Design imem_access_arbiter, sky130hd; sources not shown.
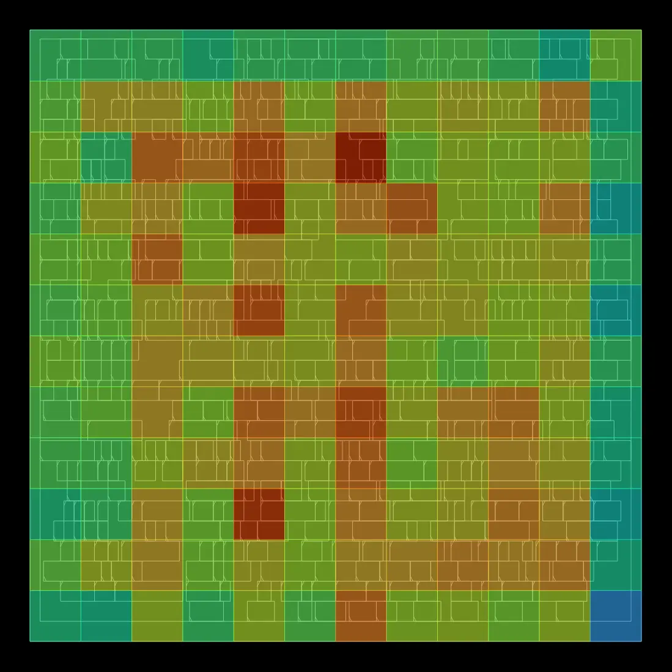
Fig. 1. Routing congestion map (run 1).
GR met3 Demand/Resource: 3.88%
routing usage on met1: 20.3%
busiest grt layer: met2
drt wl/cell: 12.2 um
Tot GR Track Use: 18.2%

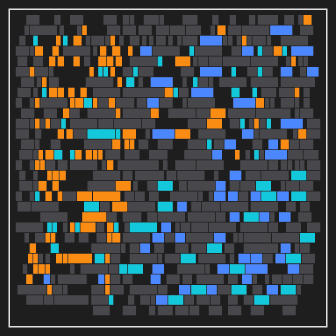
Fig. 2. Gate-type map (run 1).
[orange] nand cells | cells: 98
[blue] aoi and oai cells | cells: 50
[cyan] nor cells | cells: 56 | where: widely spread
logic share of the area: 30.9%
Post-Layout Cell Count: 613
most numerous logic cell after layout: buf_4

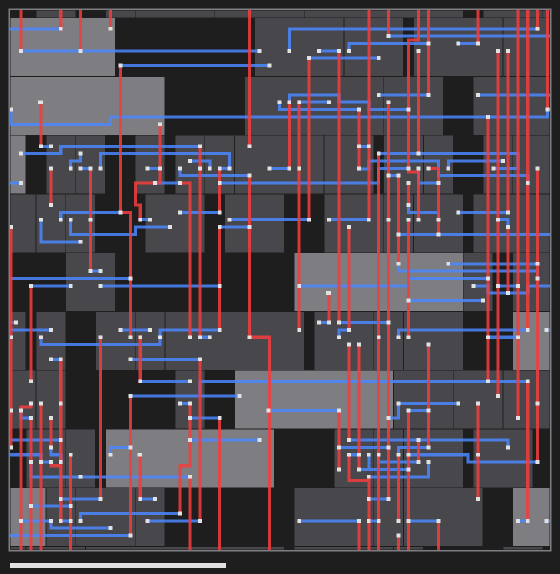
Fig. 3. Layout detail (run 1).
Bar = 10 um. Window x 8 to 33, y 8 to 33 um. Cells in gray, sequential cells in the stronger gray; small squares are vias.
[blue] M1
[red] M2
sequential cells in the window: 5
most frequent: buf_4 (11), nand2_1 (10), inv_1 (5)
cells with their middle in the window: 57

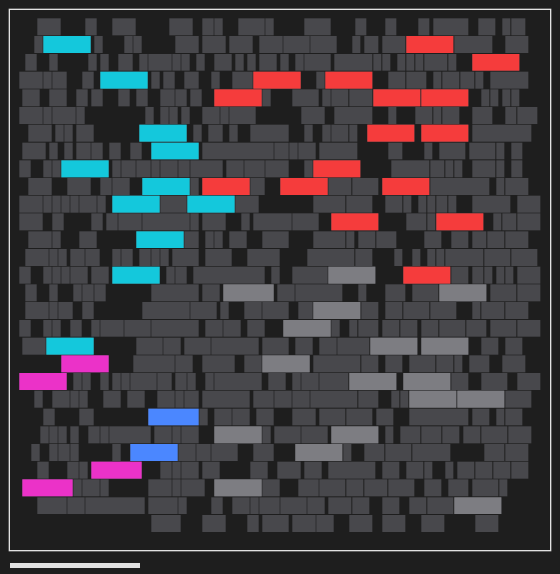
Fig. 4. Sequential cells grouped by signal name (run 1).
Bar = 20 um. Other sequential cells in the stronger gray, the rest of the logic in the fainter gray.
[blue] arb_state_out | placed flops: 2
[red] wdata_q | placed flops: 16
[cyan] addr_q | placed flops: 11
[magenta] burst_q | placed flops: 4 | where: lower left
fin util: 76.5%
FF+latch area: 1010 um^2
Seq area share: 20.8%
sequential logic power: 1.44 mW

==> results.json, run 1 <==
{
  "status": "finished with violations",
  "violations": "negative setup slack",
  "ys_warn_count": 0,
  "drcViolationCount": 0,
  "flop_cell": "dfxtp_1",
  "start_kind": "register",
  "grt_max_degree": 23,
  "grt_pass1_vias": 2448,
  "cts_buffer_depth": 2,
  "clkTransAtPathRegs_ns": 0.10,
  "fp_util_pct": 39.3,
  "p_leak_nw": 2.39,
  "cts_inserted_buffers": 5,
  "crit_path_end_kind": "output port",
  "synthTopCellsByArea": "dfxtp_1, inv_1, nand2_1",
  "gp_congestion": 0.731,
  "power_density_nw_per_um2": 801,
  "yosys-stat-cells": 358,
  "first_pass_iters": 4,
  "dp_hpwl_mm": 4.64,
  "drv_slew": 0,
  "cp_max_fo": 6,
  "grt_pass1_wl_mm": 10.3,
  "fin_crit_ns": 1.94,
  "syn2layout_area_growth_pct": 94.5,
  "worst_pin_slew_ns": 0.255,
  "grt-ovfl-total": 0,
  "core_um2": 6310,
  "top_area_share_pct": 40.3,
  "clkSinkCount": 50,
  "yosysChipArea_um2": 2480,
  "nets": 596,
  "drtIter0Drc": 45,
  "fin_crit_sh_pct": 129,
  "critPathRequiredTime_ns": 1.27,
  "worst_hold_path_type": "in -> reg",
  "reg2reg_slack_ns": -0.04,
  "max_freq_mhz": 516,
  "antenna_cells": 0,
  "vias": 2815,
  "r2r_cells": 11,
  "relSlewSlack_pct": 83.0,
  "syn-num-nets": 419,
  "cts_tree": "yes",
  "ys_seq_elements": 50,
  "synth.most_common_cell": "inv_1",
  "setup_viol_count_final": 48,
  "finalWorstSetupSlack_ns": -0.438,
  "cts_htree_levels": 2,
  "portBuffers": 108,
  "postRouteAntennaNets": 0,
  "wl_mm": 7.50,
  "cts-root-buf": "clkbuf_8",
  "ioPinCount": 109,
  "maxCapViolations": 0,
  "grt_antenna_before_repair": 0
}
run 1: area by class of cell:
cell class / instances / area (um^2)
Clock buffer: 6 / 82.6
Multi-Input combinational cell: 206 / 1490
Fill cell: 467 / 1490
Clock inverter: 2 / 60.1
Timing Repair Buffer: 187 / 1770
Tap cell: 77 / 96.3
Sequential cell: 50 / 1010
Inverter: 85 / 324
run 1: layer usage:
layer  global-route usage [%]  up-vias  routed length, um
met5                        -        -                  0
met4                     3.76        0                 61
met3                     3.88        6                350
met2                     33.4       75               3900
met1                     20.3     1296               3190
li1                         -     1438                  -
run 1: critical path, cell delays in order, from the launching register on:
cell and delay [ns]:
dfxtp_2 0.34, inv_2 0.07, ha_4 0.15, nand3_4 0.09
nand3_4 0.13, nand2_8 0.10, clkbuf_16 0.18, o21ai_2 0.15
inv_1 0.05, buf_2 0.15
run 1: where the power goes:
| group | switching (mW) | internal, mW |
|---|---|---|
| sequential | 0.0368 | 1.40 |
| clock | 0.459 | 0.712 |
| combinational | 0.610 | 0.646 |
| total | 1.11 | 2.76 |
run 1: stage by stage:
stage	cell area, um^2	hold slack [ns]	setup WS (ns)	TNS (ns)	std cells
CTS	4300	0.154	-0.990	-38.29	600
detailed placement	4150	0.453	-0.832	-38.68	592
finish	4830	0.159	-0.438	-12.35	613
global placement	4150	0.450	-0.820	-38.66	592
floorplan	2560	0.294	-0.0557	-0.167	358
global route	4830	0.162	-0.528	-16.39	613
run 1: logic make-up (layout without fill, tap and decap cells):
| logic type | count (synthesis) | in the layout | share of synthesized area, % |
|---|---|---|---|
| AND-OR/OR-AND | 50 | 50 | 12.9 |
| flip-flops | 50 | 50 | 40.3 |
| buffers and inverters | 103 | 280 | 18.5 |
| AND/OR/NAND/NOR | 153 | 154 | 27.3 |
| adder cells (fa/ha/maj) | 2 | 2 | 1.01 |
Fig. 5: run 1, nets reached from selected ports
Bar = 20 um.
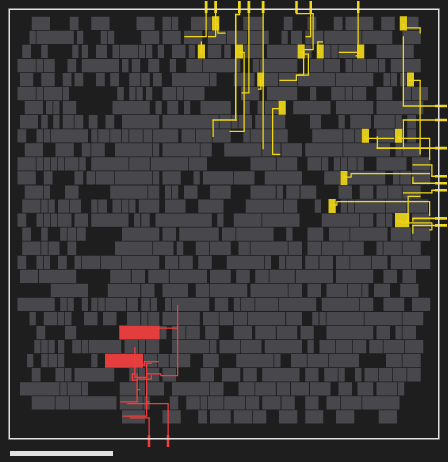

==> run 1 -> run 2 <==
Settings changed: CORE_UTILIZATION 38 to 55, DONT_BUFFER_PORTS set to 1.
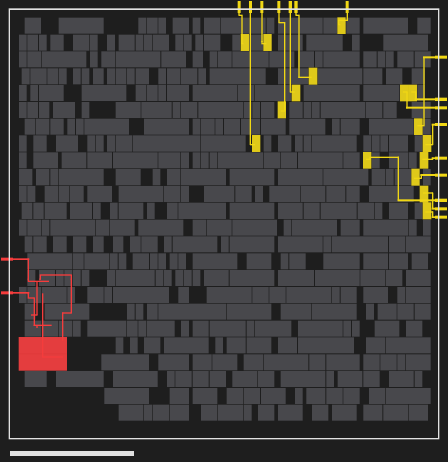
Fig. 6. Nets reached from selected ports (run 2).
Bar = 20 um.
[red] arb_state_out | direction: output | end cells: 2 | buffers: 2 | wire: 58.6 um
[yellow] load_data_in | direction: input | end cells: 16 | buffers: 0 | wire: 143 um
number of placed I/O pins: 109
PortBufs: 0

==> run 2 against run 1 <==
  * The flow still finishes with violations (negative setup slack)
  * Fmax up 6.5%
  * Total power fell by 8.2%
  * Critical path depth is the same
  * First-iteration DRC count grew 130%
  * Sequential power about the same
  * Register-to-register slack is essentially flat
  * Flip-flop count unchanged
  * Synthesized cell count stayed put
  * Clock power hardly changed
  * Critical path type unchanged
==> results.json, run 2 <==
{
  "first_pass_iters": 4,
  "holdWs_ns": 0.0303,
  "cts_htree_levels": 2,
  "setup_viol_count_final": 48,
  "setup_tns_ns": -9.35,
  "cts_buffer_depth": 2,
  "syn2layout_area_growth_pct": 52.2,
  "drtIter0Drc": 105,
  "core_um2": 4350,
  "cts_tree": "yes",
  "cp_max_fo": 8,
  "path_delay_family": "simple AND/OR/NAND/NOR gates",
  "gp_congestion": 0.773,
  "cp_slowest_cell": "dfxtp_2",
  "postRouteAntennaNets": 0,
  "grt-ovfl-total": 0,
  "max_freq_mhz": 550,
  "grt_pass1_vias": 1982,
  "antenna_cells": 0,
  "cts_inserted_buffers": 5,
  "crit_chain": "inv_2 > ha_4 > nand3_4 > nand3_4 > nand2_8 > clkbuf_16 > nand2_1 > nand2_2 > inv_2",
  "critPathRequiredTime_ns": 1.27,
  "r2r_cells": 11,
  "finalWorstSetupSlack_ns": -0.319,
  "power_density_nw_per_um2": 940,
  "violations": "negative setup slack",
  "status": "finished with violations",
  "use_met3_pct": 5.81,
  "start_kind": "register",
  "yosys-stat-cells": 358,
  "maxCapViolations": 0,
  "busiest_layer": "met2",
  "fin_crit_sh_pct": 121,
  "drcViolationCount": 0,
  "path_buffers": 3,
  "dp_hpwl_mm": 3.70,
  "top_area_share_pct": 40.3,
  "wire_per_inst_um": 14.5,
  "reg2reg_slack_ns": -0.03,
  "grt_max_degree": 48,
  "clkSinkCount": 50,
  "wl_mm": 6.80,
  "post-place-ws_ns": -0.140,
  "yosysChipArea_um2": 2480,
  "synthTopCellsByArea": "dfxtp_1, inv_1, nand2_1",
  "cts-root-buf": "clkbuf_8",
  "grt_pass1_wl_mm": 8.51,
  "grt_antenna_before_repair": 0,
  "mostFrequentLayoutCell": "inv_1",
  "ys_warn_count": 0,
  "drv_slew": 0,
  "fin_crit_ns": 1.82,
  "worst_pin_slew_ns": 0.292,
  "nets": 477,
  "crit_path_end_kind": "output port",
  "cp.depth": 9,
  "vias": 2411,
  "syn-num-nets": 419,
  "relSlewSlack_pct": 80.5,
  "clkTransAtPathRegs_ns": 0.09,
  "fp_util_pct": 57.0
}
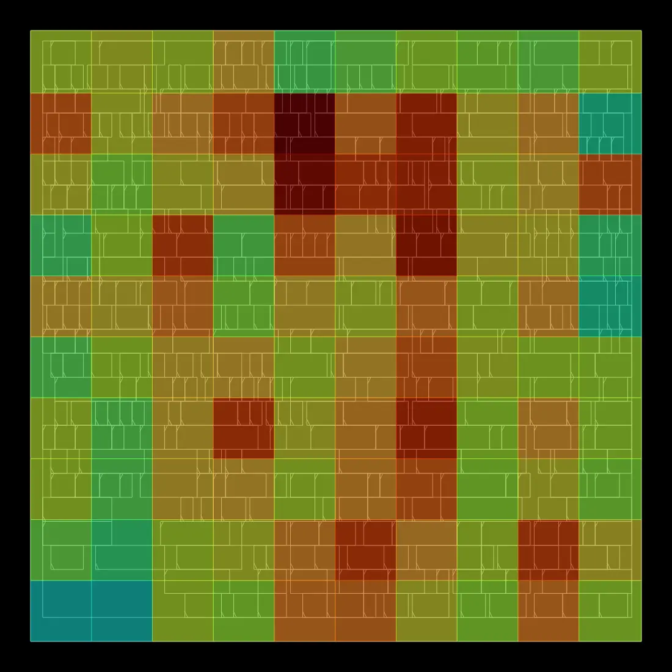
Fig. 7. Routing congestion map (run 2).
met2 Resource Use GR: 35.9%
routing usage on met1: 27.5%

## run 2: final cells by class
class / instances / area (um^2)
Tap cell: 52 / 65.1
Clock buffer: 6 / 82.6
Timing Repair Buffer: 68 / 706
Clock inverter: 2 / 60.1
Multi-Input combinational cell: 206 / 1520
Inverter: 85 / 338
Fill cell: 231 / 576
Sequential cell: 50 / 1010
## run 2: kinds of logic (layout without fill, tap and decap cells)
group / after synthesis / in the layout / share of synthesized area (%)
AND-OR/OR-AND: 50 / 50 / 12.9
adder cells (fa/ha/maj): 2 / 2 / 1.01
flip-flops: 50 / 50 / 40.3
buffers and inverters: 103 / 161 / 18.5
AND/OR/NAND/NOR: 153 / 154 / 27.3
## run 2: through the flow
step                      std cells  area [um^2]  utilization, %
after global routing            469         3780            86.8
after CTS                       453         3060            70.3
after global placement          445         2920            67.0
after floorplan                 358         2560               -
final                           469         3780            86.8
after detailed placement        445         2920            67.0
## run 2: report_power, final
part	leakage (nW)	internal [mW]	switching [mW]	total, mW
clock	0.0714	0.711	0.454	1.17
sequential	0.412	1.41	0.0389	1.44
combinational	1.32	0.391	0.551	0.943
total	1.80	2.51	1.04	3.55
## run 2: worst register-to-register path, cell delays in order, from the launching register on
cell	delay (ns)
dfxtp_2	0.34
inv_2	0.07
ha_4	0.14
nand3_4	0.09
nand3_4	0.11
nand2_8	0.09
clkbuf_16	0.19
nand2_2	0.06
o21ai_2	0.06
buf_4	0.13
buf_4	0.12
nor2_2	0.07
## run 2: routing by layer
layer  up-vias  routed length [um]
met3        16                 276
met2        77                3460
met1      1124                2910
li1       1194                   -
met4         0                 151
met5         -                   0
Power and IR drop assume default switching activity.
